===== src/rtl/mem_arbiter_pkg.sv =====
`default_nettype none
// ============================================================================
// Module      : mem_arbiter_pkg
// Description : Shared encodings for the two-master memory arbiter.
// Revision    : 1.0 - initial release
// ============================================================================
package mem_arbiter_pkg;

    typedef enum logic [1:0] {
        ST_IDLE   = 2'd0,
        ST_ACCESS = 2'd1,
        ST_RESP   = 2'd2
    } state_t;

    localparam logic GNT_M1 = 1'b0;
    localparam logic GNT_M2 = 1'b1;

endpackage
`default_nettype wire


===== src/rtl/mem_arbiter_if.sv =====
`default_nettype none
// ============================================================================
// Module      : mem_arbiter_if
// Description : Master-side request/response buses plus memory port.
// Revision    : 1.0 - initial release
// ============================================================================
interface mem_arbiter_if #(
    parameter int ADDR_W = 64,
    parameter int DATA_W = 64
);
    logic              HTRANS_1;
    logic [ADDR_W-1:0] HADDR_1;
    logic              HWRITE_1;
    logic [DATA_W-1:0] HWDATA_1;
    logic [DATA_W-1:0] HRDATA_1;
    logic              HREADY_1;
    logic              HERR_1;

    logic              HTRANS_2;
    logic [ADDR_W-1:0] HADDR_2;
    logic              HWRITE_2;
    logic [DATA_W-1:0] HWDATA_2;
    logic [DATA_W-1:0] HRDATA_2;
    logic              HREADY_2;
    logic              HERR_2;

    logic              PSEL;
    logic [ADDR_W-1:0] PADDR;
    logic              PWRITE;
    logic [DATA_W-1:0] PWDATA;
    logic [DATA_W-1:0] PRDATA;
    logic              PREADY;

    logic              stall;
    logic              grant;

    // The master side is the surrounding system: both requesters and the memory.
    modport master (
        output HTRANS_1, HADDR_1, HWRITE_1, HWDATA_1,
        input  HRDATA_1, HREADY_1, HERR_1,
        output HTRANS_2, HADDR_2, HWRITE_2, HWDATA_2,
        input  HRDATA_2, HREADY_2, HERR_2,
        input  PSEL, PADDR, PWRITE, PWDATA,
        output PRDATA, PREADY,
        input  stall, grant
    );

    modport slave (
        input  HTRANS_1, HADDR_1, HWRITE_1, HWDATA_1,
        output HRDATA_1, HREADY_1, HERR_1,
        input  HTRANS_2, HADDR_2, HWRITE_2, HWDATA_2,
        output HRDATA_2, HREADY_2, HERR_2,
        output PSEL, PADDR, PWRITE, PWDATA,
        input  PRDATA, PREADY,
        output stall, grant
    );

endinterface
`default_nettype wire


===== src/rtl/mem_arb_pick.sv =====
`default_nettype none
// ============================================================================
// Module      : mem_arb_pick
// Description : Combinational winner selection; a tie goes to the master not
//               granted last.
// Revision    : 1.0 - initial release
// ============================================================================
module mem_arb_pick
    import mem_arbiter_pkg::*;
(
    input  wire  i_req_1,
    input  wire  i_req_2,
    input  wire  i_last_gnt,
    output logic o_valid,
    output logic o_gnt
);

    always_comb begin
        o_valid = i_req_1 | i_req_2;
        if (i_req_1 && i_req_2) begin
            o_gnt = (i_last_gnt == GNT_M1) ? GNT_M2 : GNT_M1;
        end else if (i_req_2) begin
            o_gnt = GNT_M2;
        end else begin
            o_gnt = GNT_M1;
        end
    end

endmodule
`default_nettype wire


===== src/rtl/mem_arbiter.sv =====
`default_nettype none
// ============================================================================
// Module      : mem_arbiter
// Description : Registered two-master arbiter for one shared memory port with
//               access timeout. Define MEM_ARB_RR_EN for round-robin ties.
// Revision    : 1.0 - initial release
// ============================================================================
module mem_arbiter
    import mem_arbiter_pkg::*;
#(
    parameter int ADDR_W  = 64,
    parameter int DATA_W  = 64,
    parameter int TIMEOUT = 255,
    parameter int TO_W    = 8
) (
    input  wire          HCLK,
    input  wire          HRESET,
    mem_arbiter_if.slave bus
);

    localparam logic [TO_W-1:0] c_timeout = TO_W'(TIMEOUT);
    localparam bit              c_to_en   = (TIMEOUT != 0);

    state_t            r_state;
    logic              r_grant;
    logic              r_psel;
    logic              r_pwrite;
    logic [ADDR_W-1:0] r_paddr;
    logic [DATA_W-1:0] r_pwdata;
    logic [DATA_W-1:0] r_hrdata_1;
    logic [DATA_W-1:0] r_hrdata_2;
    logic              r_hready_1;
    logic              r_hready_2;
    logic              r_herr_1;
    logic              r_herr_2;
    logic [TO_W-1:0]   r_to_cnt;
    logic              w_last_gnt;
    logic              w_pick_valid;
    logic              w_pick_gnt;

`ifdef MEM_ARB_RR_EN
    logic r_last_gnt;

    // Resets to master 2 so that master 1 wins the very first tie.
    always_ff @(posedge HCLK or negedge HRESET) begin
        if (!HRESET) begin
            r_last_gnt <= GNT_M2;
        end else if (r_state == ST_IDLE && w_pick_valid) begin
            r_last_gnt <= w_pick_gnt;
        end
    end

    assign w_last_gnt = r_last_gnt;
`else
    assign w_last_gnt = GNT_M2;
`endif

    mem_arb_pick u_pick (
        .i_req_1    (bus.HTRANS_1),
        .i_req_2    (bus.HTRANS_2),
        .i_last_gnt (w_last_gnt),
        .o_valid    (w_pick_valid),
        .o_gnt      (w_pick_gnt)
    );

    always_ff @(posedge HCLK or negedge HRESET) begin
        if (!HRESET) begin
            r_state    <= ST_IDLE;
            r_grant    <= GNT_M1;
            r_psel     <= 1'b0;
            r_pwrite   <= 1'b0;
            r_paddr    <= '0;
            r_pwdata   <= '0;
            r_hrdata_1 <= '0;
            r_hrdata_2 <= '0;
            r_hready_1 <= 1'b0;
            r_hready_2 <= 1'b0;
            r_herr_1   <= 1'b0;
            r_herr_2   <= 1'b0;
            r_to_cnt   <= '0;
        end else begin
            r_hready_1 <= 1'b0;
            r_hready_2 <= 1'b0;
            r_herr_1   <= 1'b0;
            r_herr_2   <= 1'b0;
            case (r_state)
                ST_IDLE: begin
                    if (w_pick_valid) begin
                        r_grant  <= w_pick_gnt;
                        r_paddr  <= (w_pick_gnt == GNT_M2) ? bus.HADDR_2  : bus.HADDR_1;
                        r_pwrite <= (w_pick_gnt == GNT_M2) ? bus.HWRITE_2 : bus.HWRITE_1;
                        r_pwdata <= (w_pick_gnt == GNT_M2) ? bus.HWDATA_2 : bus.HWDATA_1;
                        r_psel   <= 1'b1;
                        r_to_cnt <= '0;
                        r_state  <= ST_ACCESS;
                    end
                end
                ST_ACCESS: begin
                    // PREADY is checked first so a completion on the final cycle is not an error.
                    if (bus.PREADY) begin
                        if (!r_pwrite) begin
                            if (r_grant == GNT_M2) r_hrdata_2 <= bus.PRDATA;
                            else                   r_hrdata_1 <= bus.PRDATA;
                        end
                        if (r_grant == GNT_M2) r_hready_2 <= 1'b1;
                        else                   r_hready_1 <= 1'b1;
                        r_psel  <= 1'b0;
                        r_state <= ST_RESP;
                    end else if (c_to_en && r_to_cnt == c_timeout) begin
                        if (r_grant == GNT_M2) begin
                            r_hrdata_2 <= '0;
                            r_hready_2 <= 1'b1;
                            r_herr_2   <= 1'b1;
                        end else begin
                            r_hrdata_1 <= '0;
                            r_hready_1 <= 1'b1;
                            r_herr_1   <= 1'b1;
                        end
                        r_psel  <= 1'b0;
                        r_state <= ST_RESP;
                    end else begin
                        r_to_cnt <= r_to_cnt + TO_W'(1);
                    end
                end
                ST_RESP: begin
                    r_state <= ST_IDLE;
                end
                default: begin
                    r_state <= ST_IDLE;
                end
            endcase
        end
    end

    assign bus.PSEL     = r_psel;
    assign bus.PADDR    = r_paddr;
    assign bus.PWRITE   = r_pwrite;
    assign bus.PWDATA   = r_pwdata;
    assign bus.HRDATA_1 = r_hrdata_1;
    assign bus.HRDATA_2 = r_hrdata_2;
    assign bus.HREADY_1 = r_hready_1;
    assign bus.HREADY_2 = r_hready_2;
    assign bus.HERR_1   = r_herr_1;
    assign bus.HERR_2   = r_herr_2;
    assign bus.grant    = r_grant;
    assign bus.stall    = (bus.HTRANS_1 & ~r_hready_1) | (bus.HTRANS_2 & ~r_hready_2);

endmodule
`default_nettype wire


===== src/flat_wrapper.sv =====
// flat-port wrapper written by rule: the top's interface ports become plain ports
module mem_arbiter_flat import mem_arbiter_pkg::*;
#(
    parameter int ADDR_W  = 64,
    parameter int DATA_W  = 64,
    parameter int TIMEOUT = 255,
    parameter int TO_W    = 8
)
  (HCLK, HRESET, bus_HTRANS_1, bus_HADDR_1, bus_HWRITE_1, bus_HWDATA_1, bus_HRDATA_1, bus_HREADY_1, bus_HERR_1, bus_HTRANS_2, bus_HADDR_2, bus_HWRITE_2, bus_HWDATA_2, bus_HRDATA_2, bus_HREADY_2, bus_HERR_2, bus_PSEL, bus_PADDR, bus_PWRITE, bus_PWDATA, bus_PRDATA, bus_PREADY, bus_stall, bus_grant);
  mem_arbiter_if #(.ADDR_W(ADDR_W), .DATA_W(DATA_W)) bus_i ();
  input  wire HCLK;
  input  wire HRESET;
  input wire logic [$bits(bus_i.HTRANS_1)-1:0] bus_HTRANS_1;
  input wire logic [$bits(bus_i.HADDR_1)-1:0] bus_HADDR_1;
  input wire logic [$bits(bus_i.HWRITE_1)-1:0] bus_HWRITE_1;
  input wire logic [$bits(bus_i.HWDATA_1)-1:0] bus_HWDATA_1;
  output wire logic [$bits(bus_i.HRDATA_1)-1:0] bus_HRDATA_1;
  output wire logic [$bits(bus_i.HREADY_1)-1:0] bus_HREADY_1;
  output wire logic [$bits(bus_i.HERR_1)-1:0] bus_HERR_1;
  input wire logic [$bits(bus_i.HTRANS_2)-1:0] bus_HTRANS_2;
  input wire logic [$bits(bus_i.HADDR_2)-1:0] bus_HADDR_2;
  input wire logic [$bits(bus_i.HWRITE_2)-1:0] bus_HWRITE_2;
  input wire logic [$bits(bus_i.HWDATA_2)-1:0] bus_HWDATA_2;
  output wire logic [$bits(bus_i.HRDATA_2)-1:0] bus_HRDATA_2;
  output wire logic [$bits(bus_i.HREADY_2)-1:0] bus_HREADY_2;
  output wire logic [$bits(bus_i.HERR_2)-1:0] bus_HERR_2;
  output wire logic [$bits(bus_i.PSEL)-1:0] bus_PSEL;
  output wire logic [$bits(bus_i.PADDR)-1:0] bus_PADDR;
  output wire logic [$bits(bus_i.PWRITE)-1:0] bus_PWRITE;
  output wire logic [$bits(bus_i.PWDATA)-1:0] bus_PWDATA;
  input wire logic [$bits(bus_i.PRDATA)-1:0] bus_PRDATA;
  input wire logic [$bits(bus_i.PREADY)-1:0] bus_PREADY;
  output wire logic [$bits(bus_i.stall)-1:0] bus_stall;
  output wire logic [$bits(bus_i.grant)-1:0] bus_grant;
  assign bus_i.HTRANS_1 = bus_HTRANS_1;
  assign bus_i.HADDR_1 = bus_HADDR_1;
  assign bus_i.HWRITE_1 = bus_HWRITE_1;
  assign bus_i.HWDATA_1 = bus_HWDATA_1;
  assign bus_HRDATA_1 = bus_i.HRDATA_1;
  assign bus_HREADY_1 = bus_i.HREADY_1;
  assign bus_HERR_1 = bus_i.HERR_1;
  assign bus_i.HTRANS_2 = bus_HTRANS_2;
  assign bus_i.HADDR_2 = bus_HADDR_2;
  assign bus_i.HWRITE_2 = bus_HWRITE_2;
  assign bus_i.HWDATA_2 = bus_HWDATA_2;
  assign bus_HRDATA_2 = bus_i.HRDATA_2;
  assign bus_HREADY_2 = bus_i.HREADY_2;
  assign bus_HERR_2 = bus_i.HERR_2;
  assign bus_PSEL = bus_i.PSEL;
  assign bus_PADDR = bus_i.PADDR;
  assign bus_PWRITE = bus_i.PWRITE;
  assign bus_PWDATA = bus_i.PWDATA;
  assign bus_i.PRDATA = bus_PRDATA;
  assign bus_i.PREADY = bus_PREADY;
  assign bus_stall = bus_i.stall;
  assign bus_grant = bus_i.grant;
  mem_arbiter #(.ADDR_W(ADDR_W), .DATA_W(DATA_W), .TIMEOUT(TIMEOUT), .TO_W(TO_W)) u_core (.HCLK(HCLK), .HRESET(HRESET), .bus(bus_i));
endmodule

===== config.mk =====
export PLATFORM = sky130hd
export DESIGN_NAME = mem_arbiter_flat
export DESIGN_NICKNAME = d
export VERILOG_FILES = /design/src/rtl/mem_arbiter_pkg.sv /design/src/rtl/mem_arbiter_if.sv /design/src/rtl/mem_arb_pick.sv /design/src/rtl/mem_arbiter.sv /design/src/flat_wrapper.sv
export SDC_FILE = /design/constraint.sdc
export NUM_CORES = 1
export LEC_CHECK = 0
export CORE_AREA = 2 2 229 231
export DETAILED_ROUTE_END_ITERATION = 6
export DIE_AREA = 0 0 231 233
export PLACE_DENSITY_LB_ADDON = 0.05
export SLEW_MARGIN = 20
export SYNTH_ARGS = -nofsm -noshare
export SYNTH_HDL_FRONTEND = slang
export SYNTH_SLANG_ARGS = --single-unit

===== constraint.sdc =====
create_clock -name HCLK -period 1.6 [get_ports HCLK]
set_input_delay 0.32 -clock HCLK [delete_from_list [all_inputs] [get_ports HCLK]]
set_output_delay 0.32 -clock HCLK [all_outputs]
set_load 0.005 [all_outputs]

### Routed metal per tile, run 1

The bar under the picture is 50 µm long. 23 x 23 tiles, from dark blue (low) to red (high), scaled to the fullest tile. Values are wire area over tile area, all layers added.
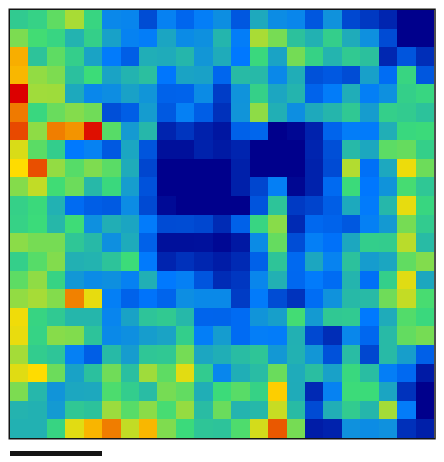
The fullest tile reaches 0.42. 5.3% of the tiles are nearly empty. 21% of the tiles are over half the peak. The mean over all tiles is 0.15. The emptiest ninth of the die: center.

### Sequential cells grouped by signal name, run 1

The bar under the picture is 50 µm long.
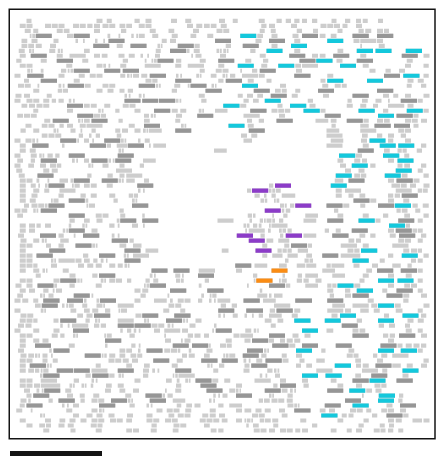
Purple shows u_core.r_to_cnt, sequential cells 8, where center. Orange shows u_core.r_state, sequential cells 2. Cyan shows u_core.bus.HRDATA_2, sequential cells 64.
Another 199 sequential cells are not colored.

### Wiring by layer, run 1

The bar under the picture is 50 µm long.
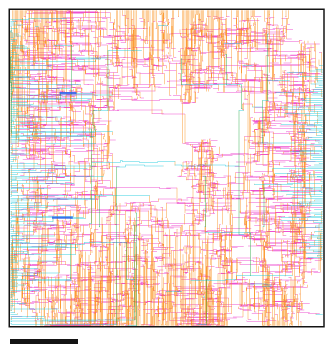
Magenta shows M1, wire length 18,400 µm. Cyan shows M3, wire length 4,980 µm. Orange shows M2, wire length 25.5 mm. Green shows M4, wire length 938 µm. Blue shows M5, wire length 24.8 µm.

==> reports/notes.md, run 1 <==
* hold slack: 0.338 ns
* Rel. slew slack: 0.599
* worst IR drop on VDD: 0.869 mV
* required time worst endpoint: 1.28 ns
* Startpoint Class: flop
* Top Family by Delay on Critical Path: flip-flops
* run status: completed
* sw power: 0.0112 W
* worst min-delay path class: input port to async pin
* area of all placed cells without fillers: 19,900 µm²
* number of warnings in the stage logs: 28
* commonest register cell after synthesis: sky130_fd_sc_hd__dfrtp_1
* GRT overflow: 0
* post-placement setup slack: -0.460 ns
* Critical Path End Type: output port
* area delta synth->final: 73.7%
* Clock Skews: 0.0153 ns
* Cell Count Post-Placement: 2,216
* post-synthesis sequential area ratio: 0.598
* antenna violations before repair: 9
* post-layout min period: 1.56 ns
* clock insertion delay at the later pin of the skew report: 0.53 ns
* number of cells in the yosys synthesis report: 933
* endpoint arrival time on the critical path: 1.24 ns
* placed instance area: 18,800 µm²
* power per unit of standard cell area: 1680 nW/µm²
* Synthesis Warnings: 0
* Die Width: 231 µm
* distinct cell type count after synthesis: 42
* launch point of the worst reg-to-reg path: u_core.r_to_cnt[0]$_DFFE_PN0P_
* total via count in the routed design: 10,100
* clock buffer count from CTS: 36
* clock tree from TritonCTS: done
* delay of the slowest cell on the worst path: 0.44 ns
* final tally of setup violations: 0
* worst setup path class: flop to output port
* global-route wire length before repair: 72,800 µm
* number of standard cells in the layout, taps in and fillers out: 2,296
* power share of the sequential group: 0.350
* async set-or-reset flop fraction in the synthesized netlist: 1.00
* CTS root buffer: sky130_fd_sc_hd__clkbuf_16
* final estimated routing congestion in global placement: 0.813
* combinational share of power: 0.395
* total global-route track usage: 0.182
* average cell area after synthesis: 12.3 µm²
* cell internal power dissipation: 0.0221 W
* DRC marker count from the first detailed-route iteration: 388
* length of the first detailed-routing pass in iterations: 4
* total buffers and inverters traversed by the critical path: 1
* number of maximum-capacitance violations: 0
* final-report max-slew violation count: 0
* most used standard cell by instance count after synthesis: sky130_fd_sc_hd__dfrtp_1
* buffer depth of the longest clock path: 3
* setup slack after layout: 0.0422 ns
* unrepaired setup endpoints after global routing: true
* leak pwr: 9.53 nW
* remaining antenna violation count: 0
* floorplan die height: 233 µm
* final net count: 1,909
* Chip Area, Yosys: 11,400 µm²
* Critical Path Fanout Max: 2
* number of register bits inferred by synthesis: 273
* final core area utilization: 0.389
* share of final-layout standard cells stronger than drive strength 1: 0.117
* switch share: 0.336
* actual slew at the worst max-slew pin: 0.602 ns
* drt wl/cell: 21.7 µm
* Cell Area, Synth: 11,400 µm²
* Overall Power: 0.0334 W
* placed wire-length estimate: 38,200 µm
* Clock power frac: 0.255
* WL final: 49,900 µm
-- run 1: area by class of cell --
cell class                      instances  area, µm²  area share
Clock inverter                          7       96.3     0.00485
Inverter                                6       22.5     0.00113
Antenna cell                            7       17.5    0.000882
Clock buffer                           59       1160      0.0584
Tap cell                              680        851      0.0428
Timing Repair Buffer                  696       6730       0.339
Multi-Input combinational cell        568       4150       0.209
Sequential cell                       273       6830       0.344
-- run 1: cells in the final DEF (no fill, tap or decap), drive strengths merged, types with 2 or more instances in the layout --
master,instances
mux2i,129
clkdlybuf4s15,16
nand3,8
inv,6
nand2,133
a32o,128
bufinv,2
clkbuf,59
nor2b,2
and2,2
clkinv,5
and3,2
nor2,3
dlygate4sd2,247
buf,107
clkdlybuf4s50,325
dfrtp,273
diode,7
a21oi,4
o21ai,138
-- run 1: timing repair --
action,CTS,global route
setup endpoints to repair,388,136
hold buffers,1,0
resized,283,12
pin swaps,1,1
hold endpoints to repair,38,0
setup buffers,6,0
-- run 1: how the worst max path moves through the flow --
| stage | startpoint | end | slack, ns | depth (start not counted) |
|---|---|---|---|---|
| after global routing | u_core.r_to_cnt[0]$_DFFE_PN0P_ | u_core.bus.HRDATA_2[8]$_DFFE_PN0P_ | -0.03 | 6 |
| after floorplan | u_core.r_to_cnt[0]$_DFFE_PN0P_ | u_core.bus.HRDATA_1[0]$_DFFE_PN0P_ | 0.02 | 6 |
| final | u_core.bus.HREADY_2$_DFF_PN0_ | bus_stall | 0.04 | 2 |
| after CTS | u_core.bus.HREADY_1$_DFF_PN0_ | bus_stall | -0.01 | 2 |
| after global placement | bus_HTRANS_1 | u_core.bus.PWDATA[7]$_DFFE_PN0P_ | -0.47 | 7 |
| after detailed placement | bus_HTRANS_1 | u_core.bus.PWDATA[7]$_DFFE_PN0P_ | -0.46 | 7 |
-- run 1: power by group through the flow --
stage / logic, W / registers (W) / clock network (W)
after floorplan: 0.00494 / 0.0120 / 0
after global placement: 0.0156 / 0.0118 / 0
after detailed placement: 0.0155 / 0.0119 / 0
after CTS: 0.0135 / 0.0117 / 0.00877
after global routing: 0.0145 / 0.0121 / 0.00907
final: 0.0132 / 0.0117 / 0.00850
-- run 1: logic make-up after synthesis --
group                    count (synthesis)  synth area share
buffers and inverters                   92            0.0440
AND-OR/OR-AND                          279             0.183
AND/OR/NAND/NOR                        158            0.0602
XOR/XNOR                                 1          0.000766
adder cells (fa/ha/maj)                  1           0.00109
multiplexers                           129             0.113
flip-flops                             273             0.598
-- run 1: layer usage --
metal | global-route usage | up-vias | wire [µm]
met3 | 0.0770 | 50 | 4980
met1 | 0.198 | 4944 | 18400
li1 | - | 4776 | -
met2 | 0.319 | 363 | 25500
met5 | 0 | - | 24
met4 | 0.0603 | 4 | 938
-- run 1: flip-flops by register name (all words and copies together), names as in the netlist --
name                 flops
u_core.bus.HREADY_1      1
u_core.r_to_cnt          8
u_core.bus.PWRITE        1
u_core.bus.HRDATA_2     64
u_core.bus.grant         1
u_core.bus.HRDATA_1     64
u_core.bus.PWDATA       64
u_core.bus.HERR_1        1
u_core.bus.HREADY_2      1
u_core.bus.PSEL          1
u_core.bus.HERR_2        1
u_core.r_state           2
u_core.bus.PADDR        64
### Congestion heat map, run 1

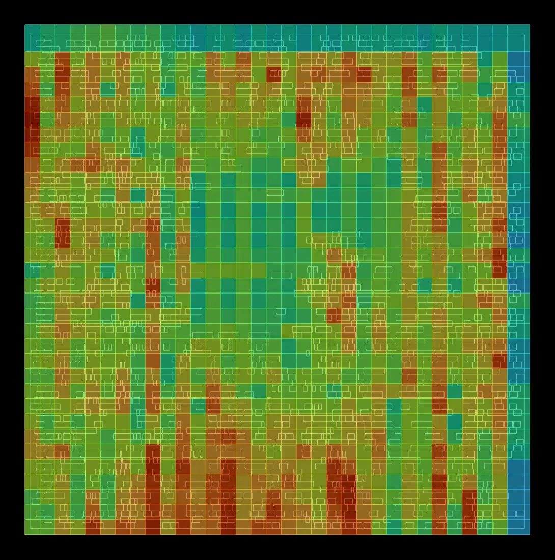

==> run 2, diff against run 1 <==
- PLACE_DENSITY_LB_ADDON: 0.05 -> not set
### Congestion heat map, run 2

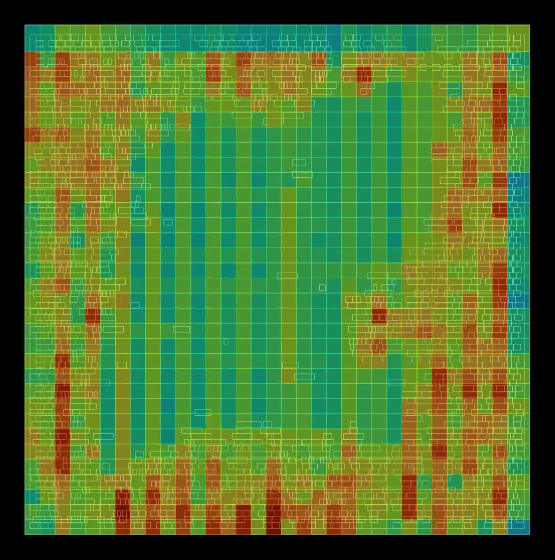
met3 global-route usage: 0.0359
final core area utilization: 0.389
GRT met2 Usage: 0.282

### Cells colored by class, run 2

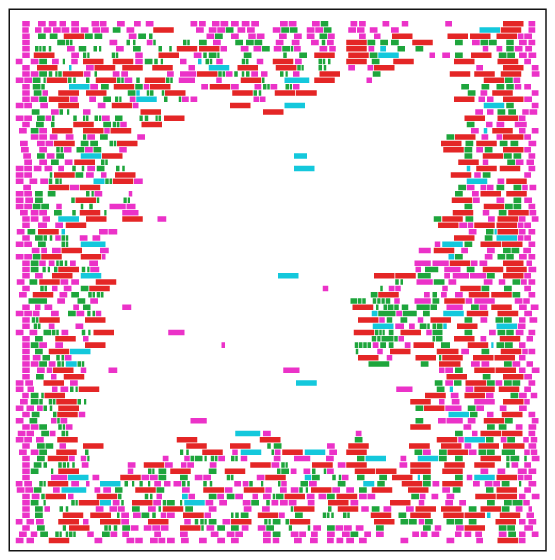
Magenta shows remaining buffers and delay cells, cells 720. Cyan shows clock drivers and dummy loads, cells 56. Red shows sequential cells, cells 273. Green shows remaining logic cells, cells 574.

==> run 2 against run 1 <==
Against the previous run:
- the run now ends with negative setup slack left
- global-route usage decreased by 2.8 points
- total power decreased by 1.7%
- clock power decreased by 15%
- largest power group unchanged
- sequential cell count unchanged
- largest cell class is now non-clock buffers
==> reports/notes.md, run 2 <==
* run status: complete, but fails checks
* failing checks: negative setup slack
* number of maximum-capacitance violations: 0
* number of remaining DRC errors: 0
* distinct cell type count after synthesis: 42
* required time worst endpoint: 1.28 ns
* Storage cell area: 6840 µm²
* actual slew at the worst max-slew pin: 0.520 ns
* final-report max-slew violation count: 0
* Post-synth EDFFs: 0
* Cell Count Post-Placement: 2,209
* top cells, area: sky130_fd_sc_hd__dfrtp_1 60%, sky130_fd_sc_hd__mux2i_1 11%, sky130_fd_sc_hd__a32o_1 11%
* leak pwr: 9.44 nW
* Synth area leader: sky130_fd_sc_hd__dfrtp_1
* number of warnings in the stage logs: 28
* Cell Area, Synth: 11,400 µm²
* count of buffers from port buffering: 590
* Cells after Synth: 933
* vias in the first global route: 10,600
* floorplan die height: 233 µm
* number of register bits inferred by synthesis: 273
* GRT overflow: 0
* total via count in the routed design: 10,300
* core box area: 51,100 µm²
* Critical Path Fanout Max: 2
* area delta synth->final: 73.8%
* Startpoint Class: flop
* worst setup path class: flop to output port
* maximum number of pins on one net before global-route repair: 60
* remaining antenna violation count: 0
* setup tns final: -0.00534 ns
* number of cells in the yosys synthesis report: 933
* effective utilization at floorplan: 0.224
* CTS root buffer: sky130_fd_sc_hd__clkbuf_16
* Period Utilization, post-route: 1.00
* Rel. slew slack: 0.650
* setup slack after layout: -0.00534 ns
* comb. cell area: 4170 µm²
* length of the first detailed-routing pass in iterations: 4
* Critical Path End Type: output port
* post-placement setup slack: -0.675 ns
* DRC marker count from the first detailed-route iteration: 496
* Top-area cell share: 0.598
* clock insertion delay at the later pin of the skew report: 0.57 ns
* Clock Skews: 0.0130 ns
* total global-route track usage: 0.155
* hold slack: 0.252 ns
* buffer depth of the longest clock path: 3
* endpoint arrival time on the critical path: 1.29 ns
* post-synthesis sequential area ratio: 0.598
* standard cell with the maximum stage delay on the critical path: sky130_fd_sc_hd__dfrtp_2
* power per unit of standard cell area: 1650 nW/µm²
* post-layout min period: 1.61 ns
* async set-or-reset flop fraction in the synthesized netlist: 1.00
* worst IR drop on VDD: 0.729 mV
* final hold violation count: 0
* area enclosed by the die boundary: 53,800 µm²
* clock transition at the registers of the reported paths: 0.06 ns
* placed wire-length estimate: 34,000 µm
* unrepaired setup endpoints after global routing: true
* total number of placement rows: 83
* number of standard cells in the layout, taps in and fillers out: 2,304
* delay of the slowest cell on the worst path: 0.44 ns
* WL final: 43,900 µm
* clock buffer count from CTS: 30
* drt wl/cell: 19.0 µm
* Synthesis Warnings: 0
* worst min-delay path class: input port to async pin
* maximum clock rate: 0.623 GHz
* antenna violations before repair: 0
* global-route wire length before repair: 64,200 µm
* Die Width: 231 µm
* clock tree from TritonCTS: done
* total I/O pin count: 591
* commonest register cell after synthesis: sky130_fd_sc_hd__dfrtp_1
* total of fill cells in the finished design: 5,053
* most frequent logic cells in the routed design: 325 x sky130_fd_sc_hd__clkdlybuf4s50_1, 269 x sky130_fd_sc_hd__dfrtp_1, 194 x sky130_fd_sc_hd__dlygate4sd2_1, 131 x sky130_fd_sc_hd__nand2_1
* most used standard cell by instance count after synthesis: sky130_fd_sc_hd__dfrtp_1
* worst-path cell chain: o22ai_2 -> buf_2
* Chip Area, Yosys: 11,400 µm²
* via-per-instance ratio: 4.46
* final tally of setup violations: 1
* commonest non-fill, non-tap cell in the layout: sky130_fd_sc_hd__clkdlybuf4s50_1
* syn nets: 1,261
* most numerous cell types in the synthesized netlist: 273 x sky130_fd_sc_hd__dfrtp_1, 133 x sky130_fd_sc_hd__nand2_1, 129 x sky130_fd_sc_hd__mux2i_1
* final estimated routing congestion in global placement: 0.818
* H-tree depth reported by CTS: 1
* average cell area after synthesis: 12.3 µm²
* final net count: 1,927
* share of final-layout standard cells stronger than drive strength 1: 0.139
run 2: cell families after synthesis:
family / after synthesis / share of synthesized area
AND/OR/NAND/NOR: 158 / 0.0602
multiplexers: 129 / 0.113
XOR/XNOR: 1 / 0.000766
adder cells (fa/ha/maj): 1 / 0.00109
buffers and inverters: 92 / 0.0440
AND-OR/OR-AND: 279 / 0.183
flip-flops: 273 / 0.598
run 2: cell type report:
class	count	share of cell area
clock inverter	18	0.0108
sequential	273	0.344
timing repair buffer	720	0.350
clock buffer	38	0.0413
antenna	1	0.000126
multi-input combinational	568	0.210
tap	680	0.0428
inverter	6	0.00113
run 2: stage by stage:
stage | utilization | area (µm²) | total power [W]
finish | 0.389 | 19900 | 0.0328
global route | 0.389 | 19900 | 0.0349
CTS | 0.384 | 19600 | 0.0329
detailed placement | 0.365 | 18700 | 0.0273
global placement | 0.365 | 18700 | 0.0271
floorplan | - | 11400 | 0.0169
run 2: worst paths after layout:
kind | from | depth (start not counted) | endpoint | slack [ns]
max | u_core.bus.HREADY_1$_DFF_PN0_ | 2 | bus_stall | -0.005
min | HRESET | 2 | u_core.bus.HRDATA_2[2]$_DFFE_PN0P_ | 0.25
max reg2reg | u_core.r_to_cnt[0]$_DFFE_PN0P_ | 6 | u_core.bus.HRDATA_2[36]$_DFFE_PN0P_ | 0.01
min reg2reg | u_core.bus.PADDR[7]$_DFFE_PN0P_ | 2 | u_core.bus.PADDR[7]$_DFFE_PN0P_ | 0.47
max in group asynchronous | HRESET | 3 | u_core.bus.HRDATA_1[63]$_DFFE_PN0P_ | 0.64
min in group HCLK | bus_HWDATA_2[31] | 3 | u_core.bus.PWDATA[31]$_DFFE_PN0P_ | 0.37
run 2: timing repair:
action,in CTS,in global routing
cloned,0,3
setup buffers,20,14
pin swaps,1,1
resized,346,36
endpoints found under the hold margin,53,0
hold buffers,1,0
endpoints found under the setup margin,521,165
run 2: worst max-delay path: cells and delay by family, from the launching register on:
family	cells	cell delay (ns)
flip-flops	1	0.44
AND-OR/OR-AND	1	0.14
buffers and inverters	1	0.13
run 2: per-layer routing:
| metal | routed length [µm] | vias up | GRT usage |
|---|---|---|---|
| met5 | 0 | - | 0 |
| met4 | 1070 | 0 | 0.0442 |
| met3 | 3400 | 53 | 0.0359 |
| met2 | 22400 | 439 | 0.282 |
| met1 | 17000 | 4978 | 0.180 |
| li1 | - | 4804 | - |
run 2: power by group:
part | switching, W | internal [W]
registers | 0.00171 | 0.0100
logic | 0.00633 | 0.00752
clock network | 0.00292 | 0.00428
total | 0.0110 | 0.0218
Power figures rest on the tool's default switching activity, not on a simulated workload.
